Fig. 1: run 1, placement by cell class
Scale bar: 20 um.
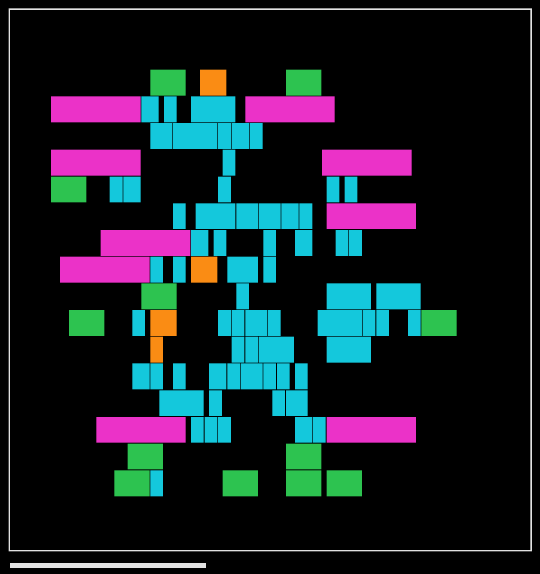
Fig. 2: run 1, clock nets
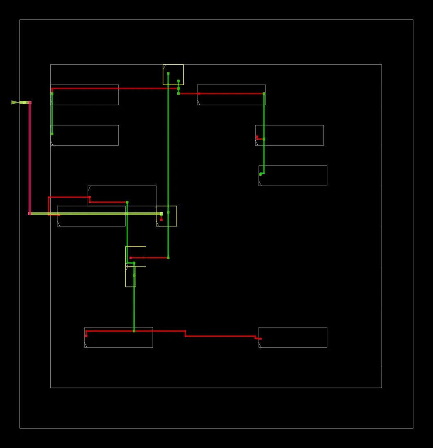
Fig. 3: run 1, cell area per tile
Scale bar: 20 um. The die is cut into 11 by 11 equal tiles; dark purple is low, yellow is high, 0 to 100% covered.
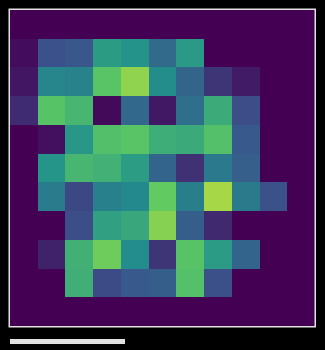
==> config.mk <==
export PLATFORM = sky130hd
export DESIGN_NAME = tt_um_load_ctrl_flat
export DESIGN_NICKNAME = d
export VERILOG_FILES = /design/src/rtl/tt_um_load_ctrl_if.sv /design/src/rtl/tt_um_load_ctrl.sv /design/src/flat_wrapper.sv
export SDC_FILE = /design/constraint.sdc
export NUM_CORES = 1
export LEC_CHECK = 0
export ABC_AREA = 1
export CORE_AREA = 4 4 49 51
export CTS_CLUSTER_SIZE = 14
export DETAILED_ROUTE_END_ITERATION = 10
export DIE_AREA = 0 0 53 55
export MAX_ROUTING_LAYER = met4
export PLACE_DENSITY_LB_ADDON = 0.1
export SLEW_MARGIN = 20
export SYNTH_ARGS = -nofsm -noshare
export SYNTH_HDL_FRONTEND = slang
export SYNTH_SLANG_ARGS = --single-unit
==> constraint.sdc <==
create_clock -name clk -period 2.72 [get_ports clk]
set_input_delay 0.272 -clock clk [delete_from_list [all_inputs] [get_ports clk]]
set_output_delay 0.272 -clock clk [all_outputs]
set_load 0.02 [all_outputs]
==> results.txt, run 1 <==
impl run done, here's what came out: Mapped Area=576 sq um, Mapped Avg Cell Area=7.78 sq um, Rel. slew slack=roughly 75%, Cells after Synth=around 74, highest metal used=met4, XOR Share, Synth=0%, PwrDens=838 nW/um^2, chip area in the Yosys report=576 sq um, Hold Vio Cnt, Final=0, number of global-route vias before repair=460, max-slew violations=0, startpoint types=flip-flop, Synth top cell by count=nand2_1, P_sw=0.279 mW, adder share=around 15%, grt ovf=0, Inst Count DP=between 100 and 150, critical path required time=approximately 2.5 ns, Non-Filler Instances=117, via count=473, Post-synth EDFFs=0, cts bufs inserted=3, Top Layout Cells=nand2_1, clkdlybuf4s50_1, inv_1, Top logic family=simple AND/OR/NAND/NOR gates, Crit. End Element=primary output, maximum clock rate=0.442 GHz, grt peak-use layer=met2, Pleak=0.390 nW, post-route ant nets=0, met3 WL=22 um, Synth mux share=0%, RSZ-0062 raised after global routing=false, IO Pins=13, Registers, synthesis=9, worst-path fanout max=5, die area=a little under 3000 sq um, antenna cell count=0, Clk Tree Root Cell=clkbuf_4, Post-synth top cells=nand2_1, inv_1, dfrtp_1, Synthesis Warnings=0, dpl hpwl=895 um, FILL cells=202, cycle use final=83.3%, Clk pin slew, worst setup/hold paths=about 0.07 ns, met2 routed WL=about 560 um, pin count of the biggest net entering global routing=10, cts hold-fix bufs=0, Post-Place Cell Area=729 sq um, outcome=complete, no violations, main area contributors=dfrtp_1, ha_1, nand2_1, inv_1, nor2_1, H-Tree Depth=1, die height=about 55 um, synth unique cells=16, worst vdd ir=~0.00035 V, clk latency late pin=between 0.2 and 0.3 ns, Setup violations, final=0, Yosys top cell area share=39.1%, initial antenna violation count=0, R2R setup slack=1.23 ns, most common cell after layout, fill and taps aside=nand2_1, Clock Power Share=17.0%, final worst slack=0.456 ns, Complex Gates by Area=5.87%, drt pass-1 iters=4, Remaining DRCs=0, max-cap violation count=0, tally of buffers added on design ports=12, leading area contributor after synthesis=dfrtp_1, HP Class=primary input to asynchronous set/reset pin, post-CTS sizing=0, CP Class=flip-flop to primary output, WL met1=572 um, tool warnings=30, setup TNS=0 ns, async set-reset flop share out of synthesis=100%, DP Worst Slack=~0.51 ns, TritonCTS clock tree=built, routability congestion estimate=0.728, register area share after synthesis=39.1%, Final Critical Period=2.26 ns, first-pass GRT wire length=about 2.0 mm
## Picture notes: Fig. 1
[green] other buffers and delay cells | cells: 12 | share of their area: 17%
[orange] clock drivers and dummy loads | cells: 4 | share of their area: 3.6%
[magenta] flip-flops | cells: 9 | share of their area: 31%
[cyan] all other logic | cells: 65 | share of their area: 49%
cell row count: 16
Design Area, Final: 756 sq um

## Picture notes: Fig. 2
final-layout clock buffer total: 4
Final Skew: 0.00334 ns
registers: 9

## Picture notes: Fig. 3
emptiest ninth of the die: upper right
nearly empty tiles: 42%
tiles over 75% full: 4.1%
Initial Util: 29.6%
final core occ: 38.9%
core area: 1940 sq um

run 1: power groups by stage:
stage               combinational, mW  clock [mW]  sequential [mW]
CTS                             0.344       0.113            0.188
floorplan                       0.228           0            0.195
global placement                0.344           0            0.191
global route                    0.387       0.118            0.192
detailed placement              0.340           0            0.191
finish                          0.337       0.108            0.188
run 1: cell type report:
type	count	area (sq um)	share of cell area [%]
Sequential cell	9	225	29.8
Timing Repair Buffer	12	120	15.9
Multi-Input combinational cell	52	302	39.9
Inverter	13	48.8	6.46
Tap cell	27	33.8	4.47
Clock buffer	4	26.3	3.48
run 1: worst max-delay path: stages, from the launching register on:
cell and delay (ns):
dfrtp_1 0.40, inv_1 0.08, ha_1 0.31, nand3_2 0.11, nor2_2 0.19, clkdlybuf4s50_1 0.64
==> run 2: changes to the inputs <==
==> constraint.sdc (replaced) <==
create_clock -name clk -period 2.2 [get_ports clk]
set_input_delay 0.22 -clock clk [delete_from_list [all_inputs] [get_ports clk]]
set_output_delay 0.22 -clock clk [all_outputs]
set_load 0.02 [all_outputs]
==> results.txt, run 2 <==
impl run done, here's what came out: outcome=complete, no violations (unchanged), initial antenna violation count=0 (unchanged), Rel. slew slack=74.8% (was 75.1%), chip area in the Yosys report=576 sq um (unchanged), TritonCTS clock tree=built (unchanged), critical path's slowest cell=dfrtp_1 (was clkdlybuf4s50_1), logic share of the area=39.5% (was 39.9%), Crit. End Element=primary output (unchanged), Max power group=combinational logic (unchanged), P_sw=0.344 mW (was 0.279 mW), main area contributors=dfrtp_1, ha_1, nand2_1, inv_1, nor2_1 (unchanged), register area share after synthesis=39.1% (unchanged), Clk Tree Root Cell=clkbuf_4 (unchanged), Registers, synthesis=9 (unchanged), WL met1=633 um (was 572 um), Yosys top cell area share=39.1% (unchanged), registers=9 (unchanged), post-CTS sizing=2 (was 0), Mapped Avg Cell Area=7.78 sq um (unchanged), worst-path fanout max=5 (unchanged), grt met3 use=1.61% (unchanged), routability congestion estimate=0.752 (was 0.728), Hold Vio Cnt, Final=0 (unchanged), cell row count=16 (unchanged), met2 routed WL=556 um (was 564 um), max incr delay on CP=0.40 ns (was 0.64 ns), Synth top cell by count=nand2_1 (unchanged), tally of buffers added on design ports=12 (unchanged), dpl hpwl=925 um (was 895 um), Setup violations, final=0 (unchanged), post-route ant nets=0 (unchanged), HP Class=primary input to asynchronous set/reset pin (unchanged), Mapped Area=576 sq um (unchanged), Cells after Synth=74 (unchanged), critical path required time=1.98 ns (was 2.45 ns), Remaining DRCs=0 (unchanged), synth unique cells=16 (unchanged), Synthesis Warnings=0 (unchanged), R2R setup slack=0.71 ns (was 1.23 ns), FILL cells=214 (was 202), TAP cells=27 (unchanged), die height=55 um (unchanged), IO Pins=13 (unchanged), antenna cell count=0 (unchanged), WP buf/inv=2 (unchanged), highest metal used=met3 (was met4), largest class=combinational gates (unchanged), setup TNS=0 ns (unchanged), cells along the critical path=inv_1, ha_1, nand3_2, nor2_2, dlygate4sd2_1 (was inv_1, ha_1, nand3_2, nor2_2, clkdlybuf4s50_1), Clk pin slew, worst setup/hold paths=0.07 ns (about the same), Final Critical Period=1.94 ns, core area=1940 sq um (unchanged), H-Tree Depth=1 (unchanged), grt ovf=0 (unchanged), max-slew violations=0 (unchanged), Post-synth top cells=nand2_1, inv_1, dfrtp_1 (unchanged), first-pass GRT wire length=2.10 mm (was 2.03 mm), Seq. pwr=0.234 mW (was 0.188 mW), Worst path top cell family by delay=buffers and inverters (unchanged), worst vdd ir=0.000314 V (was 0.000349 V), grt peak-use layer=met2 (unchanged), Reg area=225 sq um (unchanged), maximum clock rate=0.516 GHz, Comb gates=52 (unchanged), die area=2920 sq um (unchanged), cycle use final=between 80% and 90%, startpoint types=flip-flop (unchanged), Pleak=0.418 nW (was 0.390 nW), number of global-route vias before repair=501 (was 460), Clock-cell share=3.44% (was 3.48%), final-layout clock buffer total=4 (unchanged), Buffers, non-clock=13 (was 12), Initial Util=29.6% (unchanged), RSZ-0062 raised after global routing=false (unchanged), Comb area=302 sq um (unchanged), cts hold-fix bufs=0 (unchanged), leading area contributor after synthesis=dfrtp_1 (unchanged), Seq/total area=29.5% (was 29.8%), Clock Power Share=17.0% (about the same), PwrDens=1020 nW/um^2 (was 838 nW/um^2), Post-synth EDFFs=0 (unchanged), Comb. pwr=0.412 mW (was 0.337 mW), pin count of the biggest net entering global routing=10 (unchanged), drt pass-1 iters=4 (unchanged), via count=495 (was 473)
## run 2: cell families (layout without fill, tap and decap cells)
family / after synthesis / after routing / synth area share (%)
and+or+nand+nor: 39 / 39 / 31.3
buffers and inverters: 13 / 30 / 8.48
DFF: 9 / 9 / 39.1
adders and majority gates: 7 / 7 / 15.2
AOI/OAI and AO/OA: 6 / 6 / 5.87
## run 2: through the flow
step                hold slack, ns  instances  utilization [%]  cell area, sq um  setup slack, ns
global route                 0.271        118             39.3               763            0.125
detailed placement           0.462        114             38.0               737            0.217
finish                       0.223        118             39.3               763            0.261
global placement             0.466        114             38.0               737            0.244
CTS                          0.237        118             39.2               761           0.0750
floorplan                   0.0479         74                -               576            0.561
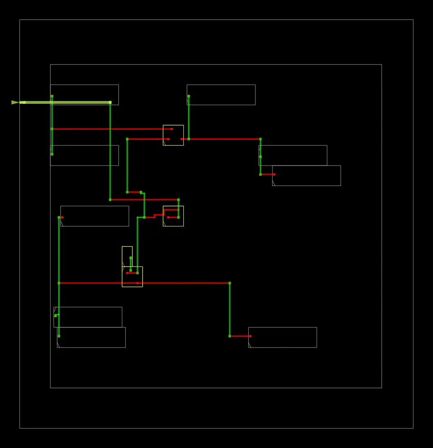
Fig. 4. Clock nets (run 2).
clk latency late pin: 0.26 ns
cts bufs inserted: 3
Final Skew: 0.00248 ns
clk pwr: 0.132 mW
Sinks on Clock Net: 9

No activity file was given, so power comes from the tool's default toggle rates.
